==> src/rtl/serial_display_scanner.sv <==
// Four-digit seven-segment front end: buffers the last four hex characters from the serial
// receiver and time-multiplexes them onto the display, with a blanking gap between digits.
module serial_display_scanner #(
    parameter int unsigned REFRESH_DIV  = 50000,
    parameter int unsigned BLANK_CYCLES = 2
) (
    input  logic       clk,
    input  logic       rst_n,
    input  logic [7:0] ascii_data_i,
    input  logic       data_valid_i,
    output logic [7:0] seven_segment_data_o,
    output logic [3:0] seven_segment_enable_o,
    output logic [2:0] digit_count_o,
    output logic       bad_char_o
);

    localparam int unsigned CntMax = (REFRESH_DIV > BLANK_CYCLES) ? REFRESH_DIV : BLANK_CYCLES;
    localparam int unsigned CntW   = (CntMax > 1) ? $clog2(CntMax) : 1;
    localparam logic [CntW-1:0] ShowLast  = CntW'(REFRESH_DIV - 1);
    localparam logic [CntW-1:0] BlankLast = CntW'(BLANK_CYCLES - 1);

    typedef enum logic {StShow, StGap} state_e;

    state_e          state_q, state_d;
    logic [1:0]      idx_q, idx_d;
    logic [CntW-1:0] cnt_q, cnt_d;

    logic [3:0][3:0] dig_q, dig_d;
    logic [3:0]      filled_q, filled_d;
    logic            bad_q, bad_d;

    logic            is_hex;
    logic [3:0]      nibble;

    function automatic logic [7:0] seg_code(input logic [3:0] v);
        logic [7:0] s;
        unique case (v)
            4'h0: s = 8'h03;
            4'h1: s = 8'h9F;
            4'h2: s = 8'h25;
            4'h3: s = 8'h0D;
            4'h4: s = 8'h99;
            4'h5: s = 8'h49;
            4'h6: s = 8'h41;
            4'h7: s = 8'h1F;
            4'h8: s = 8'h01;
            4'h9: s = 8'h09;
            4'hA: s = 8'h11;
            4'hB: s = 8'hC1;
            4'hC: s = 8'h63;
            4'hD: s = 8'h85;
            4'hE: s = 8'h61;
            default: s = 8'h71;
        endcase
        return s;
    endfunction

    // Letters A-F / a-f share the low nibble 1-6, so +9 gives 10-15 for both cases.
    always_comb begin
        is_hex = 1'b0;
        nibble = 4'h0;
        if (ascii_data_i >= 8'h30 && ascii_data_i <= 8'h39) begin
            is_hex = 1'b1;
            nibble = ascii_data_i[3:0];
        end else if ((ascii_data_i >= 8'h41 && ascii_data_i <= 8'h46) ||
                     (ascii_data_i >= 8'h61 && ascii_data_i <= 8'h66)) begin
            is_hex = 1'b1;
            nibble = ascii_data_i[3:0] + 4'd9;
        end
    end

    always_comb begin
        dig_d    = dig_q;
        filled_d = filled_q;
        bad_d    = 1'b0;
        if (data_valid_i) begin
            if (is_hex) begin
                dig_d    = {dig_q[2:0], nibble};
                filled_d = {filled_q[2:0], 1'b1};
            end else if (ascii_data_i == 8'h08) begin
                dig_d    = {4'h0, dig_q[3:1]};
                filled_d = {1'b0, filled_q[3:1]};
            end else if (ascii_data_i == 8'h1B) begin
                filled_d = 4'b0000;
            end else begin
                bad_d = 1'b1;
            end
        end
    end

    always_comb begin
        state_d = state_q;
        idx_d   = idx_q;
        cnt_d   = cnt_q + 1'b1;
        unique case (state_q)
            StShow: begin
                if (cnt_q == ShowLast) begin
                    state_d = StGap;
                    cnt_d   = '0;
                end
            end
            default: begin
                if (cnt_q == BlankLast) begin
                    state_d = StShow;
                    idx_d   = idx_q + 2'd1;
                    cnt_d   = '0;
                end
            end
        endcase
    end

    always_ff @(posedge clk or negedge rst_n) begin
        if (!rst_n) begin
            state_q  <= StGap;
            idx_q    <= 2'd3;
            cnt_q    <= '0;
            dig_q    <= '0;
            filled_q <= 4'b0000;
            bad_q    <= 1'b0;
        end else begin
            state_q  <= state_d;
            idx_q    <= idx_d;
            cnt_q    <= cnt_d;
            dig_q    <= dig_d;
            filled_q <= filled_d;
            bad_q    <= bad_d;
        end
    end

    // Everything below is decoded from registers only; no path from the character inputs.
    always_comb begin
        seven_segment_enable_o = 4'b1111;
        seven_segment_data_o   = 8'hFF;
        if (state_q == StShow) begin
            seven_segment_enable_o = ~(4'b0001 << idx_q);
            if (filled_q[idx_q]) begin
                seven_segment_data_o = seg_code(dig_q[idx_q]);
            end
        end
    end

    // filled is always a contiguous run from bit 0, so its popcount is the digit count.
    always_comb begin
        digit_count_o = {2'b00, filled_q[0]} + {2'b00, filled_q[1]} +
                        {2'b00, filled_q[2]} + {2'b00, filled_q[3]};
    end

    assign bad_char_o = bad_q;

endmodule

==> config.mk <==
export PLATFORM = sky130hd
export DESIGN_NAME = serial_display_scanner
export DESIGN_NICKNAME = d
export VERILOG_FILES = /design/src/rtl/serial_display_scanner.sv
export SDC_FILE = /design/constraint.sdc
export NUM_CORES = 1
export LEC_CHECK = 0
export CAP_MARGIN = 20
export CORE_MARGIN = 3
export CORE_UTILIZATION = 50
export CTS_BUF_LIST = sky130_fd_sc_hd__clkbuf_16
export DETAILED_ROUTE_END_ITERATION = 7
export GPL_ROUTABILITY_DRIVEN = 0
export PLACE_DENSITY = 0.72
export SETUP_SLACK_MARGIN = 0.2
export SKIP_CTS_REPAIR_TIMING = 1
export SLEW_MARGIN = 20
export SYNTH_ARGS = -nofsm -noshare
export SYNTH_HDL_FRONTEND = slang
export SYNTH_SLANG_ARGS = --single-unit
==> constraint.sdc <==
create_clock -name clk -period 3.5 [get_ports clk]
set_input_delay 0.875 -clock clk [delete_from_list [all_inputs] [get_ports clk]]
set_output_delay 0.875 -clock clk [all_outputs]
set_load 0.02 [all_outputs]
Selected gate families:
Scale: 4 px per micron.
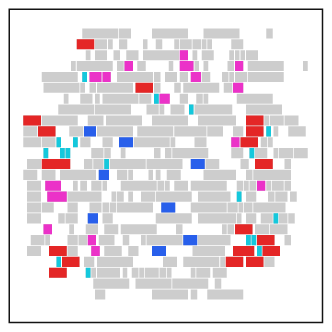
| color | family | cells |
|---|---|---|
| cyan | inverters | 18 |
| blue | AND-OR and OR-AND gates | 8 |
| red | adder and majority cells | 18 |
| magenta | AND and OR gates | 16 |
Top cell excl fill/tap: dfrtp_1
combinational share of cell area: 48.3%
filler-free cell count of the finished design: 354

A small window of the routed layout:
Window x 24 to 54, y 24 to 54 microns. Cells in gray, sequential cells in the stronger gray; small squares are vias.
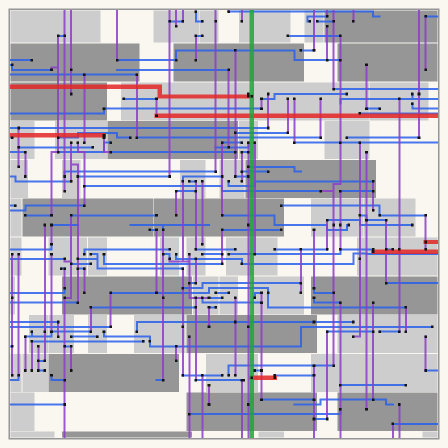
| color | layer |
|---|---|
| red | met3 |
| purple | met2 |
| blue | met1 |
| green | met4 |
cells with their middle in the window: 52
most frequent: dfrtp_1 (12), nand2_1 (6), o21ai_0 (5)
sequential cells in the window: 15
netlist names of flops here include: dig_q (8), filled_q (3), idx_q (2)

==> ds_physical_params.txt <==
Summary of implementation characteristics

Parameter                              Value

Clock tree
  CTS Root Cell .................. clkbuf_16
  Clock tree from TritonCTS .................. done
  Total number of H-tree levels .................. 2
  Max clock buf depth .................. 2
  Clock Pin Slew Worst Setup and Hold Paths .................. 0.06 ns
  Insertion delay to the later sink of the worst-skew pair .................. 0.28 ns
  Clock sink count .................. 40
  Number of clock buffers inserted by TritonCTS .................. 5

Global route
  Grt total ovfl .................. 0
  GR Util met1 .................. 25.1%
  Wire length of the first global-routing pass .................. 8710 microns
  Vias in the first global route .................. 1,873
  Pin count of the biggest net entering global routing .................. 41
  GR Layer Usage met3 .................. roughly 3.7%
  Antenna violations before repair .................. 0
  Global-route layer with the greatest usage .................. met2
  Met2 Use GR .................. 27.8%

Synthesis
  Part of the Yosys area used for sequential elements .................. between 30 and 40%
  Fa+ha+maj area frac .................. 8.99%
  Synthesized net count .................. 286
  Post-synth ARST share .................. 100%
  Mean instance size in the synthesized netlist .................. 10.1 sq um
  Count of library flops with an enable pin .................. 0
  Top flip-flop cell by instance count after synthesis .................. dfrtp_1
  Compound-Gate Fraction of Synth Area .................. around an eighth
  Warnings, synthesis .................. 0
  Post-synth cell types .................. 52
  Seq cells post-synth .................. 40
  XOR/XNOR Fraction of Synth Area .................. around 5%
  Number of cell instances after yosys synthesis .................. 257
  YS chip area .................. roughly 2600 sq um
  Main logic family .................. simple AND/OR/NAND/NOR gates
  Cell area after technology mapping .................. 2590 sq um
  Simple share .................. 18.4%
  Instance tally after logic synthesis .................. around 260
  Multiplexer fraction of the synthesized cell area .................. a little over a tenth

Setup path
  Largest fanout of any net on the critical path .................. 8
  Cell-by-cell trace of the critical path .................. buf_4 > mux4_2 > or2_2 > a21oi_1 > o21ai_0 > dlymetal6s2s_1
  Arrival time at the worst endpoint .................. 2.45 ns
  Crit-path max cell delay .................. a little under 0.6 ns
  Kind of critical path .................. reg2out
  Critical path buffers and inverters .................. 2
  Worst endpoint required time .................. 2.62 ns
  Crit-path slowest cell .................. mux4_2
  Element type at the critical path end .................. output port
  Critical path startpoint category .................. register
  Family of cells with the greatest summed delay on the critical path .................. multiplexers

STA
  Slew @ Worst Pin .................. between 0.8 and 0.9 ns
  Min cycle time layout .................. 3.33 ns
  Final Setup Violations .................. 0
  Worst slew margin relative to its limit .................. 41.3%
  Final Slew Violations .................. 0
  Post-route clock skew .................. 0.00752 ns
  Min Hold Slack .................. 0.488 ns
  Timing-limited maximum frequency .................. ~300 MHz
  Slack of the critical path .................. 0.173 ns
  Tcrit/Tclk final .................. 95.1%
  Final count of hold timing violations .................. 0
  RSZ-0062 raised after global routing .................. true
  Setup tns final .................. 0 ns

Outcome
  Status .................. finished clean

Power and ir drop
  Final total power .................. around 1.2 mW
  Pleak .................. approximately 1.3 nW
  Areal power density over the cells .................. between 300 and 400 nW/um^2
  Worst voltage drop across the vdd grid .................. 0.290 mV

Routing
  DR WL met3 .................. 226 microns
  Antenna Violating Nets Remaining .................. 0
  Routed length on met2 .................. 2300 microns
  Top layer used by detailed routing .................. met4
  Met1 layer wirelength in the final routing .................. 2580 microns
  Post-route DRC .................. 0
  Starting DRC count in detailed routing .................. 166
  Ratio of routed vias to standard cells .................. 5.62
  First-pass iteration count of the detailed router .................. 4

Final layout
  Post-layout utilization of the core .................. 62.9%
  Net total in the final layout .................. 315
  Post-synthesis to final-layout area growth .................. 17.9%
  Diode insertion count for antenna repair .................. 0
  Final cell area excluding filler cells .................. 3050 sq um
  Share of layout cells above drive strength 1 .................. 15.0%
  Highest-count cells in the layout ignoring fill and taps .................. dfrtp_1 (37), nand2_1 (29), nor2_1 (18)

Die
  Die height .................. 77.9 microns
  Die Outline Area .................. between 6000 and 7000 sq um
  Floorplan core density .................. roughly 53%
  Core outline area .................. 4850 sq um
  Die width .................. between 70 and 80 microns
  Number of top-level pins .................. 27
  FP Rows .................. 25

Place
  Number of placed cells counting well taps .................. 344
  Count of buffers inserted at the top-level ports .................. 25
  Post-detail-place hpwl .................. approximately 3700 microns
  Area after DPL .................. 2890 sq um
  Post-place setup slack .................. ~0.06 ns

Flow run
  Number of max-cap violations .................. 0
  Tool warnings .................. 38

Min path
  Worst hold-check path type .................. reg2reg
Wiring heat map:
Scale: 4 px per micron. 16 x 16 tiles, from dark purple (low) to yellow (high), scaled to the fullest tile. Values are wire area over tile area, all layers added.
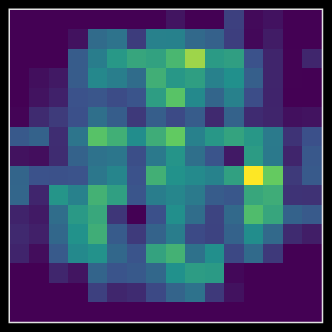
tiles over half the peak: 16%
fullest tile: 0.53
mean over tiles: 0.13
nearly empty tiles: 24%
GRT Util Overall: 17.8%
mean routed wirelength per cell: 14.6 microns
Routed Wire Length: 5180 microns

Wiring by layer:
Scale: 4 px per micron. Only two layers are drawn.
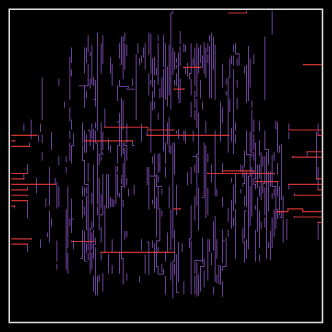
| color | layer | wire length |
|---|---|---|
| red | met3 | 227 microns |
| purple | met2 | 2,300 microns |
total number of vias: 1,990

==> cell usage after synthesis (5+ instances only) <==
library cell,instances,area [sq um]
and3_1,5,31.3
inv_1,18,67.6
a21oi_1,6,30.0
nand2_1,29,109
o221ai_1,5,43.8
xnor2_1,10,87.6
o21ai_0,15,75.1
mux4_2,6,135
ha_1,17,213
mux2i_1,11,110
xor2_1,5,43.8
nor2_1,18,67.6
a32o_1,5,50.1
nand3_1,6,30.0
dfrtp_1,37,926
==> registers in the layout, summed over array words and instances (netlist names) <==
register	cells
cnt_q	16
idx_q	2
bad_char_o	1
state_q	1
dig_q	16
filled_q	4
==> worst reg2reg max path, delay by kind of cell, from the launching register on <==
family	cells	cell delay [ns]
simple gates	5	1.55
flops	1	0.41
fa+ha+maj	1	0.15
buf+inv	1	0.07
==> path summary, 6_finish.rpt <==
| check | from | end | slack (ns) | cells after the start |
|---|---|---|---|---|
| max in group asynchronous | rst_n | dig_q[0] | 2.23 | 1 |
| setup / recovery | idx_q[0] | seven_segment_data_o[7] | 0.17 | 6 |
| hold reg to reg | cnt_q[13] | cnt_q[13] | 0.49 | 1 |
| setup reg to reg | cnt_q[1] | cnt_q[14] | 1.20 | 7 |
| min in group asynchronous | rst_n | cnt_q[11] | 0.70 | 1 |
| hold / removal | cnt_q[13] | cnt_q[13] | 0.49 | 1 |
==> layout make-up <==
type / count / area, sq um
fillers: 413 / 1800
multi-input cells: 189 / 1470
flip-flops and latches: 40 / 1000
repair buffers: 32 / 280
clock buffers: 5 / 125
well taps: 67 / 83.8
inverters: 18 / 67.6
clock inverters: 3 / 16.3
==> report_power, final <==
group          total (mW)  internal (mW)  switching (mW)
clock network       0.433          0.260           0.173
logic               0.242          0.105           0.137
registers           0.489          0.475          0.0138
Power figures rest on the tool's default switching activity, not on a simulated workload.
